<file path="src/rtl/crypt_key_fifo_if.sv">
// Bus bundle for crypt_key_fifo: write side, read side and status.
// The FIFO takes the slave view; whoever drives requests takes the master view.
interface crypt_key_fifo_if #(
    parameter int DATA_W = 64,
    parameter int DEPTH  = 16
);
    localparam int CW = $clog2(DEPTH) + 1;

    logic              we;
    logic [DATA_W-1:0] data_in;
    logic [DATA_W-1:0] key_in;
    logic              wr_ready;
    logic              re;
    logic              rd_ready;
    logic [DATA_W-1:0] enc_out;
    logic              enc_valid;
    logic [DATA_W-1:0] dec_out;
    logic              dec_valid;
    logic [CW-1:0]     count;
    logic              full;
    logic              empty;
    logic              wr_drop;
    logic              rd_drop;

    modport master (
        output we, data_in, key_in, re,
        input  wr_ready, rd_ready, enc_out, enc_valid, dec_out, dec_valid,
               count, full, empty, wr_drop, rd_drop
    );

    modport slave (
        input  we, data_in, key_in, re,
        output wr_ready, rd_ready, enc_out, enc_valid, dec_out, dec_valid,
               count, full, empty, wr_drop, rd_drop
    );
endinterface

</file>
<file path="src/rtl/crypt_key_fifo.sv">
// Encrypt-on-write / decrypt-on-read FIFO. Each word is encrypted with its own
// key by an iterative round engine (one round per clock) and stored together
// with that key; a read pops the head entry and runs the inverse rounds.
// The write and read engines are independent and may run at the same time.
module crypt_key_fifo #(
    parameter int DATA_W = 64,
    parameter int DEPTH  = 16,
    parameter int ROUNDS = 4
) (
    input  logic          clk,
    input  logic          rst_n,
    crypt_key_fifo_if.slave bus
);
    localparam int AW = $clog2(DEPTH);
    localparam int CW = AW + 1;
    localparam int RW = (ROUNDS > 1) ? $clog2(ROUNDS) : 1;
    localparam logic [CW-1:0] FULL_CNT = CW'(DEPTH);
    localparam logic [RW-1:0] LAST_RND = RW'(ROUNDS - 1);

    typedef enum logic { E_IDLE, E_RUN } encState_t;
    typedef enum logic { D_IDLE, D_RUN } decState_t;

    // Round key: key rotated left by 8*r bits (mod width), xored with r.
    function automatic logic [DATA_W-1:0] roundKey(input logic [DATA_W-1:0] k,
                                                   input logic [RW-1:0]     r);
        int amt;
        amt = (8 * int'(r)) % DATA_W;
        return ((k << amt) | (k >> (DATA_W - amt))) ^ DATA_W'(r);
    endfunction

    function automatic logic [DATA_W-1:0] encRound(input logic [DATA_W-1:0] x,
                                                   input logic [DATA_W-1:0] k,
                                                   input logic [RW-1:0]     r);
        logic [DATA_W-1:0] t;
        t = x ^ roundKey(k, r);
        return {t[DATA_W-2:0], t[DATA_W-1]};
    endfunction

    function automatic logic [DATA_W-1:0] decRound(input logic [DATA_W-1:0] x,
                                                   input logic [DATA_W-1:0] k,
                                                   input logic [RW-1:0]     r);
        return {x[0], x[DATA_W-1:1]} ^ roundKey(k, r);
    endfunction

    encState_t         encState_q, encState_d;
    logic [DATA_W-1:0] encX_q, encX_d, encKey_q, encKey_d;
    logic [RW-1:0]     encRnd_q, encRnd_d;
    logic [DATA_W-1:0] encOut_q, encOut_d;
    logic              encValid_q, encValid_d;

    decState_t         decState_q, decState_d;
    logic [DATA_W-1:0] decX_q, decX_d, decKey_q, decKey_d;
    logic [RW-1:0]     decRnd_q, decRnd_d;
    logic [DATA_W-1:0] decOut_q, decOut_d;
    logic              decValid_q, decValid_d;

    logic [AW-1:0]     wptr_q, wptr_d, rptr_q, rptr_d;
    logic [CW-1:0]     count_q, count_d;
    logic              wrDrop_q, wrDrop_d, rdDrop_q, rdDrop_d;
    logic              push, pop, wrReady, rdReady;

    // Each entry holds {ciphertext, key}.
    logic [2*DATA_W-1:0] mem [DEPTH];

    assign wrReady       = (encState_q == E_IDLE) && (count_q != FULL_CNT);
    assign rdReady       = (decState_q == D_IDLE) && (count_q != '0);
    assign bus.wr_ready  = wrReady;
    assign bus.rd_ready  = rdReady;
    assign bus.count     = count_q;
    assign bus.full      = (count_q == FULL_CNT);
    assign bus.empty     = (count_q == '0);
    assign bus.enc_out   = encOut_q;
    assign bus.enc_valid = encValid_q;
    assign bus.dec_out   = decOut_q;
    assign bus.dec_valid = decValid_q;
    assign bus.wr_drop   = wrDrop_q;
    assign bus.rd_drop   = rdDrop_q;

    // Next-state logic for both engines, pointers, occupancy and drop flags.
    always_comb begin
        encState_d = encState_q;
        encX_d     = encX_q;
        encKey_d   = encKey_q;
        encRnd_d   = encRnd_q;
        encOut_d   = encOut_q;
        encValid_d = 1'b0;
        decState_d = decState_q;
        decX_d     = decX_q;
        decKey_d   = decKey_q;
        decRnd_d   = decRnd_q;
        decOut_d   = decOut_q;
        decValid_d = 1'b0;
        wptr_d     = wptr_q;
        rptr_d     = rptr_q;
        count_d    = count_q;
        push       = 1'b0;
        pop        = 1'b0;
        wrDrop_d   = bus.we && !wrReady;
        rdDrop_d   = bus.re && !rdReady;

        case (encState_q)
            E_IDLE: begin
                if (bus.we && wrReady) begin
                    encX_d     = bus.data_in;
                    encKey_d   = bus.key_in;
                    encRnd_d   = '0;
                    encState_d = E_RUN;
                end
            end
            E_RUN: begin
                encX_d   = encRound(encX_q, encKey_q, encRnd_q);
                encRnd_d = encRnd_q + 1'b1;
                if (encRnd_q == LAST_RND) begin
                    push       = 1'b1;
                    encOut_d   = encX_d;
                    encValid_d = 1'b1;
                    encRnd_d   = '0;
                    wptr_d     = wptr_q + 1'b1;
                    encState_d = E_IDLE;
                end
            end
            default: encState_d = E_IDLE;
        endcase

        case (decState_q)
            D_IDLE: begin
                if (bus.re && rdReady) begin
                    {decX_d, decKey_d} = mem[rptr_q];
                    pop        = 1'b1;
                    rptr_d     = rptr_q + 1'b1;
                    decRnd_d   = LAST_RND;
                    decState_d = D_RUN;
                end
            end
            D_RUN: begin
                decX_d   = decRound(decX_q, decKey_q, decRnd_q);
                decRnd_d = decRnd_q - 1'b1;
                if (decRnd_q == '0) begin
                    decOut_d   = decX_d;
                    decValid_d = 1'b1;
                    decRnd_d   = '0;
                    decState_d = D_IDLE;
                end
            end
            default: decState_d = D_IDLE;
        endcase

        case ({push, pop})
            2'b10:   count_d = count_q + 1'b1;
            2'b01:   count_d = count_q - 1'b1;
            default: count_d = count_q;
        endcase
    end

    // State registers; reset throws away in-flight words and all entries.
    always_ff @(posedge clk or negedge rst_n) begin
        if (!rst_n) begin
            encState_q <= E_IDLE;
            encX_q     <= '0;
            encKey_q   <= '0;
            encRnd_q   <= '0;
            encOut_q   <= '0;
            encValid_q <= 1'b0;
            decState_q <= D_IDLE;
            decX_q     <= '0;
            decKey_q   <= '0;
            decRnd_q   <= '0;
            decOut_q   <= '0;
            decValid_q <= 1'b0;
            wptr_q     <= '0;
            rptr_q     <= '0;
            count_q    <= '0;
            wrDrop_q   <= 1'b0;
            rdDrop_q   <= 1'b0;
        end else begin
            encState_q <= encState_d;
            encX_q     <= encX_d;
            encKey_q   <= encKey_d;
            encRnd_q   <= encRnd_d;
            encOut_q   <= encOut_d;
            encValid_q <= encValid_d;
            decState_q <= decState_d;
            decX_q     <= decX_d;
            decKey_q   <= decKey_d;
            decRnd_q   <= decRnd_d;
            decOut_q   <= decOut_d;
            decValid_q <= decValid_d;
            wptr_q     <= wptr_d;
            rptr_q     <= rptr_d;
            count_q    <= count_d;
            wrDrop_q   <= wrDrop_d;
            rdDrop_q   <= rdDrop_d;
        end
    end

    // Storage array; stale contents are harmless because count gates reads.
    always_ff @(posedge clk) begin
        if (push) begin
            mem[wptr_q] <= {encX_d, encKey_q};
        end
    end
endmodule
</file>
<file path="src/flat_wrapper.sv">
// flat-port wrapper written by rule: the top's interface ports become plain ports
module crypt_key_fifo_flat 
#(
    parameter int DATA_W = 64,
    parameter int DEPTH  = 16,
    parameter int ROUNDS = 4
)
  (clk, rst_n, bus_we, bus_data_in, bus_key_in, bus_re, bus_wr_ready, bus_rd_ready, bus_enc_out, bus_enc_valid, bus_dec_out, bus_dec_valid, bus_count, bus_full, bus_empty, bus_wr_drop, bus_rd_drop);
  crypt_key_fifo_if #(.DATA_W(DATA_W), .DEPTH(DEPTH)) bus_i ();
  input  logic clk;
  input  logic rst_n;
  input wire logic [$bits(bus_i.we)-1:0] bus_we;
  input wire logic [$bits(bus_i.data_in)-1:0] bus_data_in;
  input wire logic [$bits(bus_i.key_in)-1:0] bus_key_in;
  input wire logic [$bits(bus_i.re)-1:0] bus_re;
  output wire logic [$bits(bus_i.wr_ready)-1:0] bus_wr_ready;
  output wire logic [$bits(bus_i.rd_ready)-1:0] bus_rd_ready;
  output wire logic [$bits(bus_i.enc_out)-1:0] bus_enc_out;
  output wire logic [$bits(bus_i.enc_valid)-1:0] bus_enc_valid;
  output wire logic [$bits(bus_i.dec_out)-1:0] bus_dec_out;
  output wire logic [$bits(bus_i.dec_valid)-1:0] bus_dec_valid;
  output wire logic [$bits(bus_i.count)-1:0] bus_count;
  output wire logic [$bits(bus_i.full)-1:0] bus_full;
  output wire logic [$bits(bus_i.empty)-1:0] bus_empty;
  output wire logic [$bits(bus_i.wr_drop)-1:0] bus_wr_drop;
  output wire logic [$bits(bus_i.rd_drop)-1:0] bus_rd_drop;
  assign bus_i.we = bus_we;
  assign bus_i.data_in = bus_data_in;
  assign bus_i.key_in = bus_key_in;
  assign bus_i.re = bus_re;
  assign bus_wr_ready = bus_i.wr_ready;
  assign bus_rd_ready = bus_i.rd_ready;
  assign bus_enc_out = bus_i.enc_out;
  assign bus_enc_valid = bus_i.enc_valid;
  assign bus_dec_out = bus_i.dec_out;
  assign bus_dec_valid = bus_i.dec_valid;
  assign bus_count = bus_i.count;
  assign bus_full = bus_i.full;
  assign bus_empty = bus_i.empty;
  assign bus_wr_drop = bus_i.wr_drop;
  assign bus_rd_drop = bus_i.rd_drop;
  crypt_key_fifo #(.DATA_W(DATA_W), .DEPTH(DEPTH), .ROUNDS(ROUNDS)) u_core (.clk(clk), .rst_n(rst_n), .bus(bus_i));
endmodule
</file>
<file path="config.mk">
export PLATFORM = sky130hd
export DESIGN_NAME = crypt_key_fifo_flat
export DESIGN_NICKNAME = d
export VERILOG_FILES = /design/src/rtl/crypt_key_fifo_if.sv /design/src/rtl/crypt_key_fifo.sv /design/src/flat_wrapper.sv
export SDC_FILE = /design/constraint.sdc
export NUM_CORES = 2
export LEC_CHECK = 0
export ABC_CLOCK_PERIOD_IN_PS = 5080
export CAP_MARGIN = 30
export CORE_MARGIN = 8
export CORE_UTILIZATION = 61
export CTS_CLUSTER_DIAMETER = 50
export DETAILED_ROUTE_END_ITERATION = 6
export PLACE_DENSITY = 0.89
export SYNTH_ARGS = -nofsm -noshare
export SYNTH_HDL_FRONTEND = slang
export SYNTH_SLANG_ARGS = --single-unit
export TNS_END_PERCENT = 100
</file>
<file path="constraint.sdc">
create_clock -name clk -period 5.08 [get_ports clk]
set_clock_uncertainty 0.1 [all_clocks]
set_input_delay 0.508 -clock clk [delete_from_list [all_inputs] [get_ports clk]]
set_output_delay 0.508 -clock clk [all_outputs]
set_load 0.02 [all_outputs]
</file>
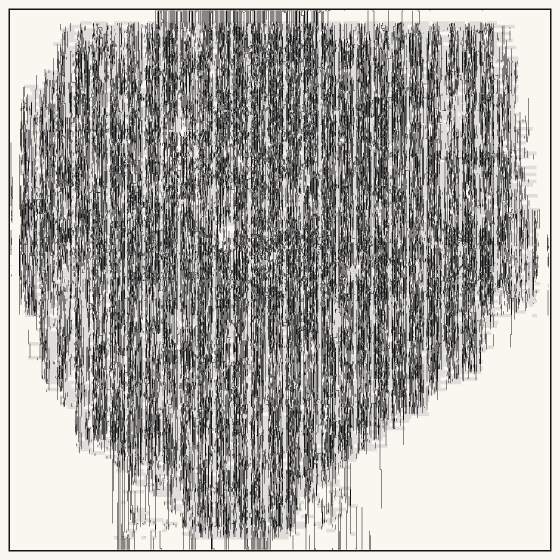
layer_met2.png
Cells faint in the background.
wire length on this layer = 147 mm
main direction = vertical
longest straight run = 146 µm
final routed wirelength across all metal layers: 325000 µm
vias: 58800
GR met2 Demand/Resource: 54.9%

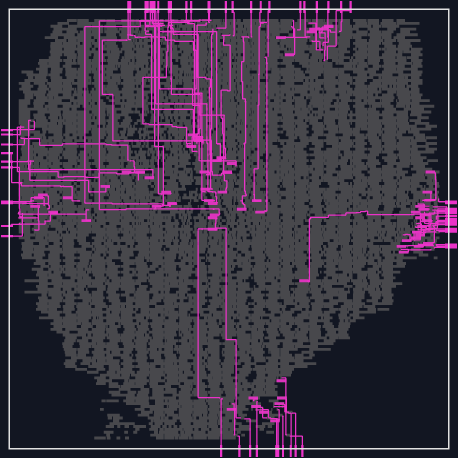
io_fan.png
bus_dec_out -> magenta  # direction output, edge 26 north, 18 east, 10 south, 10 west, end cells 64, wire 8030 µm

==> Slide: Implementation Results <==
Key Metrics from the Run

Timing
  • RSZ-0062 raised after global routing: no
  • Post-route minimum period: 4.13 ns
  • F_max: 0.242 GHz
  • Slew HR: 15.0%
  • Final setup slack of the worst path: 0.950 ns
  • Hold violation count in the final report: 0
  • Slew of the pin with the lowest slew margin: 1.28 ns

Cells and area
  • Share of cell area taken by multi-input logic gates: 22.0%
  • Largest register by flop count: u_core.mem
  • Fraction of layout cells with a size suffix above 1: 22.9%
  • Area of all placed cells without fillers: 112000 µm²
  • MI comb cells: 2194

Worst setup path
  • R2R Setup Slk: 0.95 ns
  • Buf+Inv Stages, Crit Path: 1
  • Endpoint type of the worst setup path: register
  • Setup crit start: u_core.encRnd_q[0]$_DFFE_PN0P_
  • Worst R2R Start: u_core.encRnd_q[0]$_DFFE_PN0P_
  • CP startpoint kind: register
  • Cells along the critical path: buf_4, mux2i_1, mux2i_1, xor2_1, a22oi_1, nand2_1
  • Largest driver fanout on the critical path: 77

Logic synthesis
  • Post-synthesis cell area: 97900 µm²
  • Register area share after synthesis: 73.2%
  • Most common reg cell: sky130_fd_sc_hd__edfxtp_1
  • Cells after synthesis: 4975
  • Register bit total from synthesis: 2455
  • FFs w/ async S/R, synth: 16.6%
  • Number of cells in Yosys stat: 4975

Route
  • Remaining DRCs: 60
  • Mean routed wirelength per cell: 42.3 µm
  • Antenna-violating nets left: 0

Global route
  • Congestion Overflow GR: 0
  • Number of antenna violations at the first check in global routing: 21
  • Via count of the first global-routing pass: 58600

Run status
  • Result of the run: finished with violations
  • Failing checks: design-rule violations

Placed design
  • Placer congestion estimate: 1.03
  • Post-placement setup slack: 1.32 ns

Power and ir drop
  • Worst vdd rail ir drop: 0.649 mV

Floorplan
  • Die extent in y: 417 µm
  • Number of placement rows: 147

Hold path
  • Terminating pin of the worst hold path: u_core.encKey_q[60]$_DFFE_PN0P_
  • Hold Crit Class: primary input to register
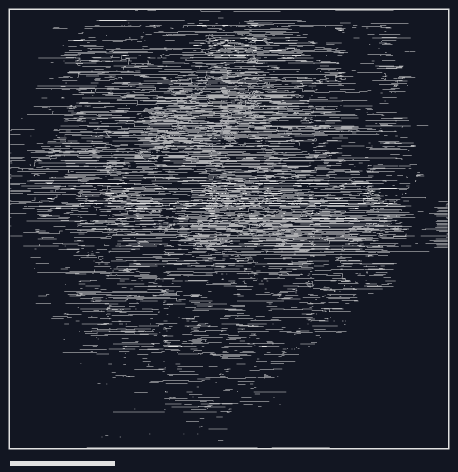
layer_met3.png
The bar under the picture is 100 µm long.
wire length on this layer = 48.1 mm
longest straight run = 162 µm
main direction = horizontal
share of all routed wire = 15%
nets with wire on the layer = 1601
global routing usage on met3: 14.8%

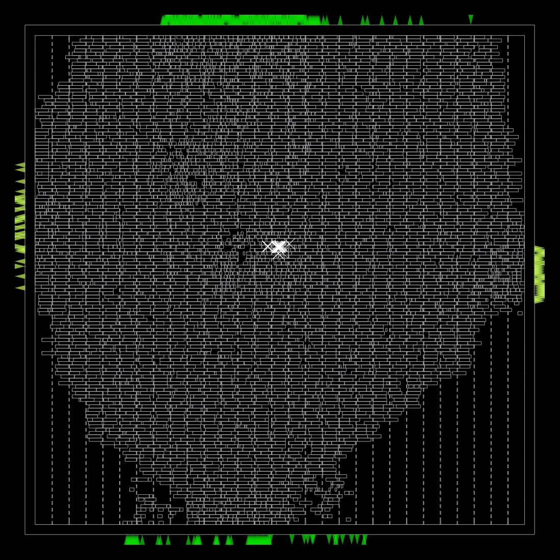
placement.png
flip-flops: 2455
n_taps: 2086
number of fill cells: 8680
non-filler cells, final: 7680

where the power goes:
group	switching [mW]	internal, mW
Combinational	20.4	11.3
Sequential	3.79	28.8
Clock	7.92	10.2
routing by layer:
| metal | global-route usage (%) | vias up | wire [µm] |
|---|---|---|---|
| met4 | 30.6 | 16 | 35100 |
| met3 | 14.8 | 1811 | 48100 |
| li1 | - | 21100 | - |
| met1 | 41.6 | 29400 | 94800 |
| met5 | 1.22 | - | 357 |
| met2 | 54.9 | 6553 | 147000 |
cell families after synthesis:
group	count (synthesis)	synth area share [%]
fa+ha+maj	14	0.179
xor+xnor	141	1.26
flops	2455	73.2
compound gates	538	4.10
mux	1010	17.4
simple gates	491	2.23
buf+inv	326	1.65
Power figures rest on the tool's default switching activity, not on a simulated workload.
